File: config.mk
export PLATFORM = sky130hd
export DESIGN_NAME = btb_repl_ctrl
export DESIGN_NICKNAME = d
export VERILOG_FILES = /design/src/rtl/btb_repl_ctrl.sv
export SDC_FILE = /design/constraint.sdc
export NUM_CORES = 1
export LEC_CHECK = 0
export ABC_AREA = 1
export CAP_MARGIN = 0
export CORE_AREA = 2 2 49 51
export CTS_CLUSTER_SIZE = 20
export DETAILED_ROUTE_END_ITERATION = 10
export DIE_AREA = 0 0 51 53
export PLACE_DENSITY = 0.85
export SYNTH_ARGS = -nofsm -noshare
export SYNTH_HDL_FRONTEND = slang
export SYNTH_SLANG_ARGS = --single-unit
export TNS_END_PERCENT = 30
File: constraint.sdc
create_clock -name clk -period 1.5 [get_ports clk]
set_input_delay 0.15 -clock clk [delete_from_list [all_inputs] [get_ports clk]]
set_output_delay 0.15 -clock clk [all_outputs]
set_load 0.005 [all_outputs]
File: src/rtl/btb_repl_ctrl.sv
// btb_repl_ctrl: BTB per-set LRU owner, victim selection, single-entry write buffer and optional flush walk (BTB_FLUSH_EN)
module btb_repl_ctrl #(
  parameter int SETS  = 8,
  parameter int IDX_W = $clog2(SETS)
) (
  input  logic             clk,
  input  logic             rst_n,
  input  logic             lk_valid,
  input  logic [IDX_W-1:0] lk_index,
  input  logic             lk_hit,
  input  logic             lk_way,
  input  logic             upd_valid,
  output logic             upd_ready,
  input  logic [IDX_W-1:0] upd_index,
  input  logic             upd_present,
  input  logic             upd_way,
  input  logic             wr_stall,
  output logic             wr_en,
  output logic [IDX_W-1:0] wr_index,
  output logic             wr_way,
  input  logic             flush_req,
  output logic             flush_busy,
  output logic             inv_en,
  output logic [IDX_W-1:0] inv_index,
  output logic [SETS-1:0]  lru_state
);
  logic             buf_valid_q, buf_present_q, buf_way_q;
  logic [IDX_W-1:0] buf_index_q;
  logic [SETS-1:0]  lru_q, lru_d;
  logic             walk, flush_start, hs;
`ifdef BTB_FLUSH_EN
  typedef enum logic {IDLE, WALK} state_t;
  state_t           state_q;
  logic [IDX_W-1:0] cnt_q;
  assign walk        = state_q == WALK;
  assign flush_start = !walk && flush_req;
  // Flush walk: invalidate one set per cycle, leave after the last set (counter wraps to 0)
  always_ff @(posedge clk or negedge rst_n)
    if (!rst_n) begin
      state_q <= IDLE;
      cnt_q   <= '0;
    end else if (walk) begin
      cnt_q <= cnt_q + IDX_W'(1);
      if (cnt_q == IDX_W'(SETS - 1)) state_q <= IDLE;
    end else if (flush_req) begin
      state_q <= WALK;
      cnt_q   <= '0;
    end
  assign flush_busy = walk;
  assign inv_en     = walk;
  assign inv_index  = cnt_q;
`else
  logic unused_flush_req;
  assign unused_flush_req = flush_req;
  assign walk        = 1'b0;
  assign flush_start = 1'b0;
  assign flush_busy  = 1'b0;
  assign inv_en      = 1'b0;
  assign inv_index   = '0;
`endif
  assign wr_en     = buf_valid_q && !wr_stall && !walk;
  assign wr_index  = buf_index_q;
  assign wr_way    = buf_present_q ? buf_way_q : lru_q[buf_index_q];
  assign upd_ready = !walk && (!buf_valid_q || wr_en);
  assign hs        = upd_valid && upd_ready;
  assign lru_state = lru_q;
  // Update buffer: refill on handshake, retire on write, drop when a flush starts
  always_ff @(posedge clk or negedge rst_n)
    if (!rst_n) begin
      buf_valid_q   <= 1'b0;
      buf_index_q   <= '0;
      buf_present_q <= 1'b0;
      buf_way_q     <= 1'b0;
    end else begin
      buf_valid_q <= !flush_start && (hs || (buf_valid_q && !wr_en));
      if (hs) begin
        buf_index_q   <= upd_index;
        buf_present_q <= upd_present;
        buf_way_q     <= upd_way;
      end
    end
  // Next LRU: walk clears one set; otherwise lookup hit then write, so a same-set write wins
  always_comb begin
    lru_d = lru_q;
    if (walk) lru_d[inv_index] = 1'b0;
    else begin
      if (lk_valid && lk_hit) lru_d[lk_index] = ~lk_way;
      if (wr_en) lru_d[buf_index_q] = ~wr_way;
    end
  end
  // LRU state register
  always_ff @(posedge clk or negedge rst_n)
    if (!rst_n) lru_q <= '0;
    else lru_q <= lru_d;
endmodule

==> deck_impl_summary.md <==
Synthesis and Place & Route Summary

Synth
  • Flops after synth: 14
  • Dominant comb cell: simple AND/OR/NAND/NOR gates
  • Area figure in the yosys stat output: 902.1 µm²
  • Mean Syn Cell Area: 6.633 µm²
  • Simple logic cell fraction of the synthesized area: 0.3370
  • Count of warnings emitted by yosys: 0
  • XORs/XNORs by Area: 0
  • Mux frac, synth: 0.02497
  • Count of distinct cell types in the synthesized netlist: 17

Route
  • Detailed-routed wire length on met2: 1251 µm
  • Number of DRC markers in iteration 0: 14
  • Number of remaining DRC errors: 0
  • Final ANT Viol Nets: 0
  • Mean routed wirelength per cell: 11.50 µm
  • Iteration tally of the first detailed-router pass: 4
  • Post-DR vias/cell: 4.842
  • Met3 wire len: 164 µm

Pwr
  • Switching share of power: 0.3514
  • Total power consumption of the routed design: 1.692 mW
  • Worst VDD drop: 0.8011 mV
  • Sequential power share: 0.343
  • Net switching power: 594.7 µW
  • Total combinational power: 893 µW
  • Internal power of the cells: 1.098 mW

Worst hold path
  • HP Class: input port to async pin

Critical path
  • Path type of the worst setup path: flip-flop to primary output
  • Depth of the worst register-to-register path: 11
  • Req. time, crit path: 1.35 ns
  • Kind of cell adding the most delay to the critical path: simple AND/OR/NAND/NOR gates
  • Crit end category: primary output
  • Reg-to-reg critical path startpoint: wr_index[0]

STA
  • Count of final max-slew check failures: 0
  • Final setup margin: -0.1741 ns
  • Setup repair after global routing missed its margin: yes
  • Final hold slack: 0.1796 ns
  • Final Hold Violation Tally: 0
  • Minimum clock period after layout: 1.674 ns
  • Endpoints failing setup: 9

Job
  • OpenROAD warning count: 29
  • Tally of max-capacitance violations: 0

Finish
  • Area of all placed cells without fillers: 1408 µm²
  • Area growth, synth to finish: 56.03%
  • Layout net count: 205
  • Dominant logic cell types in the final layout: sky130_fd_sc_hd__nand2_1 (37), sky130_fd_sc_hd__clkdlybuf4s50_1 (25), sky130_fd_sc_hd__inv_1 (21)

Placement
  • Setup slack after placement: -0.1857 ns
  • Placed insts: 208
  • Weighted congestion reported at the end of routability-driven placement: 0.8988
  • HPWL after detailed placement: 1905 µm

Global route
  • Vias in the first global route: 1013
  • Most Crowded Layer GR: met2
  • Overall routing resource usage: 0.1943

Clock tree
  • Post-cts resize count: 11
  • Maximum buffer depth of the clock tree: 2
  • Hold-fix buffers at CTS: 0
  • TritonCTS clock tree: built
  • Clk sink count: 14
  • # H-tree levels: 1
  • Number of buffers inserted to repair setup after CTS: 3
  • Clock root cell: sky130_fd_sc_hd__clkbuf_4
  • Clock-pin slew on the worst setup and hold paths: 0.08 ns

Outcome
  • Violations in the final reports: negative setup slack
  • Run status: finished, violations left

Floorplan
  • Core Region: 2148 µm²
  • Vertical die dimension: 53 µm
  • Fp_density: 0.4199
  • Chip width: 51 µm
-- cell type report --
cell class | count | area, µm²
Clock buffer | 3 | 22.52
Tap cell | 28 | 35.03
Inverter | 23 | 88.84
Multi-Input combinational cell | 98 | 466.7
Fill cell | 187 | 740.7
Timing Repair Buffer | 49 | 442.9
Sequential cell | 14 | 351.6
-- synth_stat cells (all sizes together) --
library cell	instances	share of area
mux2	2	0.025
nor2	19	0.082
dfrtp	14	0.39
inv	23	0.096
nor3	2	0.011
nand2	43	0.19
buf	5	0.042
a21oi	7	0.039
or2	1	0.0069
o221ai	2	0.019
conb	1	0.0042
o21ai	9	0.050
nand3	8	0.044
-- flip-flops by register name, summed over array words and instances, names as in the netlist --
name           cells
lru_state          8
buf_present_q      1
buf_valid_q        1
wr_index           3
buf_way_q          1
**Register map, names as in the netlist**

Scale: 10 px per µm. Other sequential cells in the stronger grey, the rest of the logic in the fainter grey.
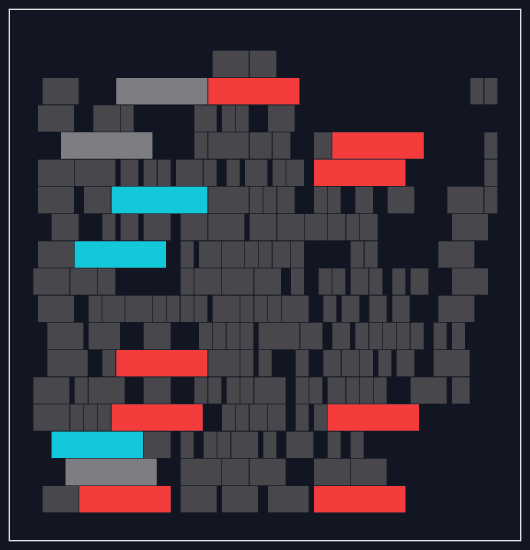
`lru_state` -> red  # flops 8
`wr_index` -> cyan  # flops 3
share of the final layout cell area in sequential cells: 0.2498
post-route core utilization: 0.6552
seq pwr: 581 µW
Sequential cell area: 351.6 µm²

**Logic cells by family**

Scale: 10 px per µm.
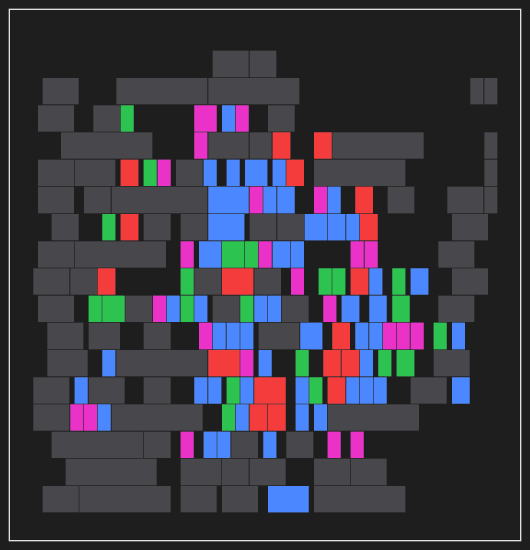
nor cells -> green  # cells 21
inv cells -> magenta  # cells 23
aoi and oai cells -> red  # cells 18
nand cells -> blue  # cells 51
Top cell excl fill/tap: sky130_fd_sc_hd__nand2_1
final non-filler cell total: 215

**Wires at chosen ports, followed through buffers**

Scale: 10 px per µm.
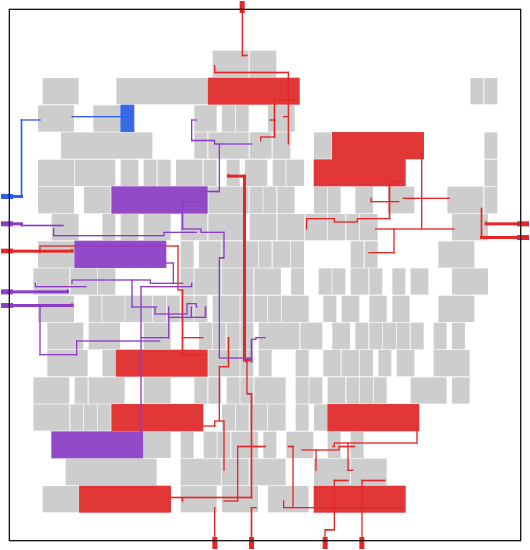
`upd_present` -> blue  # bits 1, direction input, end cells 1, buffers 1, wire 16.5 µm
`wr_index` -> purple  # bits 3, direction output, end cells 3, buffers 6, wire 158 µm
`lru_state` -> red  # bits 8, direction output, end cells 8, buffers 12, wire 250 µm
num ports: 35
Port-buffer cells: 28

**Track usage over the die**

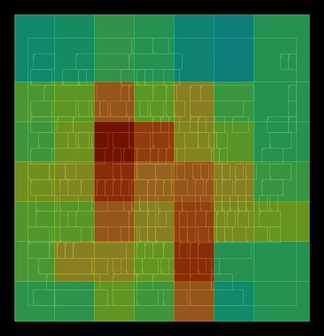
met1 Track Usage GR: 0.2293
GRT met2 Usage: 0.3701

**M2 wires**

Scale: 4 px per µm.
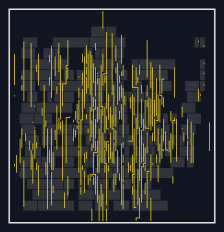
share of all routed wire = 51%
wire length on this layer = 1250 µm
longest straight run = 20.1 µm
main direction = vertical
nets with wire on the layer = 176
sum of routed wire length over all layers: 2472 µm
total number of vias: 1041

Power is estimated from default activity; no workload was simulated.
